**src/rtl/gcd_pkg.sv**
```systemverilog
// -----------------------------------------------------------------------------
// gcd_pkg
// Purpose : Shared types and constants for the GCD engine.
//           - gcd_state_t : sequencing states of gcd_unit
//           - ALG_SUB / ALG_STEIN : values for the STEIN parameter
//           - k_width()   : width of the common-power-of-two exponent register
// Ports   : none (package)
// -----------------------------------------------------------------------------
package gcd_pkg;

   typedef enum logic [1:0] {
      IDLE = 2'd0,
      CALC = 2'd1,
      DONE = 2'd2
   } gcd_state_t;

   localparam int ALG_SUB   = 0;
   localparam int ALG_STEIN = 1;

   // The exponent k only grows while both operands are even and non-zero,
   // so it never exceeds WIDTH-1; $clog2(WIDTH) bits are enough (min 1).
   function automatic int k_width(input int width);
      return (width > 2) ? $clog2(width) : 1;
   endfunction

endpackage

```
**src/rtl/gcd_step.sv**
```systemverilog
// -----------------------------------------------------------------------------
// gcd_step
// Purpose : One combinational iteration of the GCD algorithm. Given the current
//           operand pair (x, y) and exponent k it produces the next pair and
//           exponent, plus the termination flags used by the sequencer.
// Params  : WIDTH - operand width
//           STEIN - ALG_SUB (subtractive) or ALG_STEIN (binary)
//           K_W   - width of the exponent k
// Ports   : i_x, i_y  in  WIDTH  current operands
//           i_k       in  K_W    current common power-of-two exponent
//           o_x, o_y  out WIDTH  operands after one step
//           o_k       out K_W    exponent after one step
//           o_eq      out 1      x == y
//           o_zero    out 1      x == 0 or y == 0
// -----------------------------------------------------------------------------
module gcd_step
   import gcd_pkg::*;
#(
   parameter int WIDTH = 8,
   parameter int STEIN = ALG_SUB,
   parameter int K_W   = 3
) (
   input  logic [WIDTH-1:0] i_x,
   input  logic [WIDTH-1:0] i_y,
   input  logic [K_W-1:0]   i_k,
   output logic [WIDTH-1:0] o_x,
   output logic [WIDTH-1:0] o_y,
   output logic [K_W-1:0]   o_k,
   output logic             o_eq,
   output logic             o_zero
);

   logic             w_x_gt_y;
   logic [WIDTH-1:0] w_diff_xy;
   logic [WIDTH-1:0] w_diff_yx;

   assign w_x_gt_y  = (i_x > i_y);
   // Only the difference matching the larger operand is ever selected,
   // so neither subtraction can underflow where it is used.
   assign w_diff_xy = i_x - i_y;
   assign w_diff_yx = i_y - i_x;

   assign o_eq   = (i_x == i_y);
   assign o_zero = (i_x == '0) || (i_y == '0);

   generate
      if (STEIN == ALG_STEIN) begin : g_stein
         logic w_x_even;
         logic w_y_even;

         assign w_x_even = ~i_x[0];
         assign w_y_even = ~i_y[0];

         always_comb begin
            o_x = i_x;
            o_y = i_y;
            o_k = i_k;
            if (w_x_even && w_y_even) begin
               // Common factor of two: strip it and remember it in k.
               o_x = i_x >> 1;
               o_y = i_y >> 1;
               o_k = i_k + 1'b1;
            end else if (w_x_even) begin
               o_x = i_x >> 1;
            end else if (w_y_even) begin
               o_y = i_y >> 1;
            end else if (w_x_gt_y) begin
               o_x = w_diff_xy;
            end else begin
               o_y = w_diff_yx;
            end
         end
      end else begin : g_sub
         always_comb begin
            o_x = i_x;
            o_y = i_y;
            o_k = i_k;
            if (w_x_gt_y) begin
               o_x = w_diff_xy;
            end else begin
               o_y = w_diff_yx;
            end
         end
      end
   endgenerate

endmodule

```
**src/rtl/gcd_unit.sv**
```systemverilog
// -----------------------------------------------------------------------------
// gcd_unit
// Purpose : Self-sequenced GCD engine. Accepts an operand pair through a
//           valid/ready input handshake, iterates gcd_step once per cycle and
//           presents the result with its step count through a valid/ready
//           output handshake. A running computation can be cancelled.
// Params  : WIDTH - operand/result width (>= 2)
//           STEIN - ALG_SUB (subtractive) or ALG_STEIN (binary)
//           CNT_W - step counter width, saturating at 2**CNT_W-1
// Ports   : clk          in  1      rising-edge clock
//           rst_n        in  1      asynchronous active-low reset
//           i_in_valid   in  1      operand pair valid
//           o_in_ready   out 1      engine idle, can accept operands
//           i_a, i_b     in  WIDTH  operands
//           i_abort      in  1      cancel a running computation
//           o_out_valid  out 1      result valid
//           i_out_ready  in  1      sink accepts result
//           o_gcd        out WIDTH  result
//           o_steps      out CNT_W  iteration steps performed (saturating)
// -----------------------------------------------------------------------------
module gcd_unit
   import gcd_pkg::*;
#(
   parameter int WIDTH = 8,
   parameter int STEIN = ALG_SUB,
   parameter int CNT_W = 8
) (
   input  logic             clk,
   input  logic             rst_n,
   input  logic             i_in_valid,
   output logic             o_in_ready,
   input  logic [WIDTH-1:0] i_a,
   input  logic [WIDTH-1:0] i_b,
   input  logic             i_abort,
   output logic             o_out_valid,
   input  logic             i_out_ready,
   output logic [WIDTH-1:0] o_gcd,
   output logic [CNT_W-1:0] o_steps
);

   localparam int              K_W     = k_width(WIDTH);
   localparam logic [CNT_W-1:0] CNT_MAX = '1;

   gcd_state_t       r_state;
   logic [WIDTH-1:0] r_x;
   logic [WIDTH-1:0] r_y;
   logic [K_W-1:0]   r_k;
   logic [CNT_W-1:0] r_cnt;
   logic [WIDTH-1:0] r_gcd;
   logic [CNT_W-1:0] r_steps;
   logic             r_out_valid;

   logic [WIDTH-1:0] w_x_next;
   logic [WIDTH-1:0] w_y_next;
   logic [K_W-1:0]   w_k_next;
   logic             w_eq;
   logic             w_zero;

   gcd_step #(
      .WIDTH (WIDTH),
      .STEIN (STEIN),
      .K_W   (K_W)
   ) u_step (
      .i_x    (r_x),
      .i_y    (r_y),
      .i_k    (r_k),
      .o_x    (w_x_next),
      .o_y    (w_y_next),
      .o_k    (w_k_next),
      .o_eq   (w_eq),
      .o_zero (w_zero)
   );

   always_ff @(posedge clk or negedge rst_n) begin
      if (!rst_n) begin
         r_state     <= IDLE;
         r_x         <= '0;
         r_y         <= '0;
         r_k         <= '0;
         r_cnt       <= '0;
         r_gcd       <= '0;
         r_steps     <= '0;
         r_out_valid <= 1'b0;
      end else begin
         case (r_state)
            IDLE: begin
               if (i_in_valid) begin
                  r_x     <= i_a;
                  r_y     <= i_b;
                  r_k     <= '0;
                  r_cnt   <= '0;
                  r_state <= CALC;
               end
            end
            CALC: begin
               // Decision order matters: abort wins even over a pair that is
               // already finished, and the zero test precedes equality so
               // gcd(0,0) resolves to 0 through the OR.
               if (i_abort) begin
                  r_state <= IDLE;
               end else if (w_zero) begin
                  r_gcd       <= r_x | r_y;
                  r_steps     <= r_cnt;
                  r_out_valid <= 1'b1;
                  r_state     <= DONE;
               end else if (w_eq) begin
                  // k stays 0 for the subtractive variant; for Stein the
                  // shifted value is the true gcd, which fits in WIDTH bits.
                  r_gcd       <= r_x << r_k;
                  r_steps     <= r_cnt;
                  r_out_valid <= 1'b1;
                  r_state     <= DONE;
               end else begin
                  r_x   <= w_x_next;
                  r_y   <= w_y_next;
                  r_k   <= w_k_next;
                  r_cnt <= (r_cnt == CNT_MAX) ? r_cnt : r_cnt + 1'b1;
               end
            end
            DONE: begin
               if (i_out_ready) begin
                  r_out_valid <= 1'b0;
                  r_state     <= IDLE;
               end
            end
            default: begin
               r_out_valid <= 1'b0;
               r_state     <= IDLE;
            end
         endcase
      end
   end

   assign o_in_ready  = (r_state == IDLE);
   assign o_out_valid = r_out_valid;
   assign o_gcd       = r_gcd;
   assign o_steps     = r_steps;

endmodule

```
**config.mk**
```make
export PLATFORM = sky130hd
export DESIGN_NAME = gcd_unit
export DESIGN_NICKNAME = d
export VERILOG_FILES = /design/src/rtl/gcd_pkg.sv /design/src/rtl/gcd_step.sv /design/src/rtl/gcd_unit.sv
export SDC_FILE = /design/constraint.sdc
export NUM_CORES = 1
export LEC_CHECK = 0
export CAP_MARGIN = 10
export CORE_ASPECT_RATIO = 0.8
export CORE_MARGIN = 1.5
export CORE_UTILIZATION = 55
export DETAILED_ROUTE_END_ITERATION = 8
export PLACE_DENSITY_LB_ADDON = 0.08
export SYNTH_ARGS = -nofsm -noshare
export SYNTH_HDL_FRONTEND = slang
export SYNTH_SLANG_ARGS = --single-unit
```
**constraint.sdc**
```tcl
create_clock -name clk -period 3.9 [get_ports clk]
set_clock_uncertainty 0.1 [all_clocks]
set_input_delay 0.585 -clock clk [delete_from_list [all_inputs] [get_ports clk]]
set_output_delay 0.585 -clock clk [all_outputs]
set_load 0.02 [all_outputs]
```
### Routed metal per tile

The die is cut into 17 by 14 equal tiles; dark blue is low, red is high, scaled to the fullest tile. Values are wire area over tile area, all layers added.
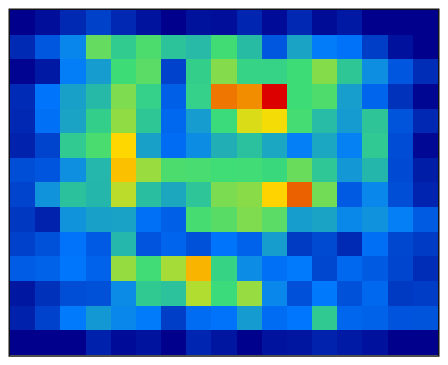
tiles over half the peak: 18%
mean over tiles: 0.19
emptiest ninth of the die: bottom right

### Clock network drawn from the DEF

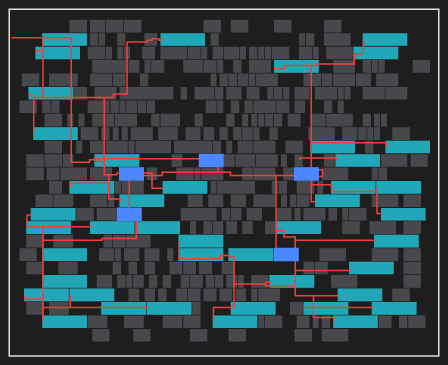
legend:
  flip-flops:
    colour: cyan
    count: 43
  cells driving clock nets:
    colour: blue
    count: 5
  clock wires:
    colour: red
    length: 563 µm
flops lie: all over the die
routed clock nets: 6
Clk pwr share: 11.8%
clk pwr: 367 µW
clk_lat worst skew: 300 ps

==> results.py <==
# Flow results
metrics = {
    "run_status": {
        "outcome": "finished clean",
    },
    "clocking": {
        "clk_path_buf_depth": 2,
        "cts_tree": "yes",
        "post_cts_buffers": 0,
        "clkSlewWorstSetupHoldPaths_ps": 90,
    },
    "final_timing": {
        "setup_ws_ps": 813.1,
        "hold_violations": 0,
    },
    "yosys": {
        "topCellsByArea": "dfrtp_1 (35%), ha_1 (9.8%), mux2_4 (6.8%)",
        "synth_warnings": 0,
        "ys_types": 57,
        "yosys.area.top_type_share_pct": 34.97,
        "async_flop_share_pct": 100.0,
        "syn_area_um2": 3077,
    },
    "setup_path": {
        "critPathLaunchType": "flop",
        "reg2reg_from": "r_x[2]",
        "crit_start": "r_x[2]",
        "critical-path-max-stage-delay_ps": 600,
    },
    "grt": {
        "grt_pass1_wl_mm": 12.10,
        "overflow": 0,
        "grt_use_total_pct": 25.53,
    },
    "placed_design": {
        "gp_congestion": 0.9651,
    },
    "detailed_routing": {
        "routed_wl_mm": 7.130,
    },
}
==> cell type report <==
class                      instances  area [µm²]  share of cell area [%]
sequential                        43        1076                   30.00
timing repair buffer              41       397.9                   11.09
clock buffer                       6       82.58                   2.302
tap                               78       97.59                   2.721
multi-input combinational        228        1812                   50.51
clock inverter                     2       35.03                  0.9766
inverter                          23       86.33                   2.407
==> report_power, final <==
group,switching (mW),internal [mW]
Combinational,1.10,0.876
Sequential,0.165,0.588
Clock,0.159,0.207
Total,1.43,1.67
==> cells in the mapped netlist (all sizes together), types with 7 or more instances <==
cell    count
a21oi      14
dfrtp      43
buf         9
nor3        9
o21ai      21
nor2       13
nand2      24
mux2       24
ha         24
inv        23
o31ai      12
nor4        7
nand2b      7
mux2i      11
==> worst min path at each step <==
| stage | startpoint | endpoint | cells past startpoint |
|---|---|---|---|
| after floorplan | rst_n | o_gcd[0] | 0 |
| after global placement | o_out_valid | o_out_valid | 1 |
| after detailed placement | o_out_valid | o_out_valid | 1 |
| after CTS | rst_n | o_out_valid | 1 |
| after global routing | rst_n | o_gcd[6] | 1 |
| final | rst_n | o_out_valid | 1 |
==> cells by family (layout without fill, tap and decap cells) <==
group           count (synthesis)  after routing  share of synthesized area, %
mux                            35             35                         14.07
flops                          43             43                         34.97
fa+ha+maj                      26             26                         11.06
compound gates                 75             75                         17.32
xor+xnor                        6              6                         1.708
simple gates                   86             86                         14.72
buf+inv                        37             72                         6.140
==> layer usage <==
layer	GRT usage (%)	wire length [µm]
met1	40.87	3642
met2	35.33	2965
met3	4.492	427
met4	6.272	94
met5	0	0
==> flip-flops by register name, summed over array words and instances (netlist names) <==
name	flops
o_steps	8
r_x	8
r_cnt	8
r_y	8
o_gcd	8
o_out_valid	1
r_state	2
==> cell usage in the layout (no fill, tap or decap), types with 7 or more instances in the layout <==
master,instances
ha_1,24
nor2_1,13
mux2i_1,11
nor3_1,9
nand2_1,24
dfrtp_1,43
nand2b_1,7
clkdlybuf4s50_1,37
a21oi_1,14
o31ai_1,11
mux2_4,14
mux2_2,10
o21ai_0,21
inv_1,23
==> stage by stage <==
stage | area [µm²] | cells
finish | 3587 | 421
global route | 3587 | 421
CTS | 3587 | 421
detailed placement | 3470 | 413
global placement | 3470 | 413
floorplan | 3077 | 308
No activity file was given, so power comes from the tool's default toggle rates.
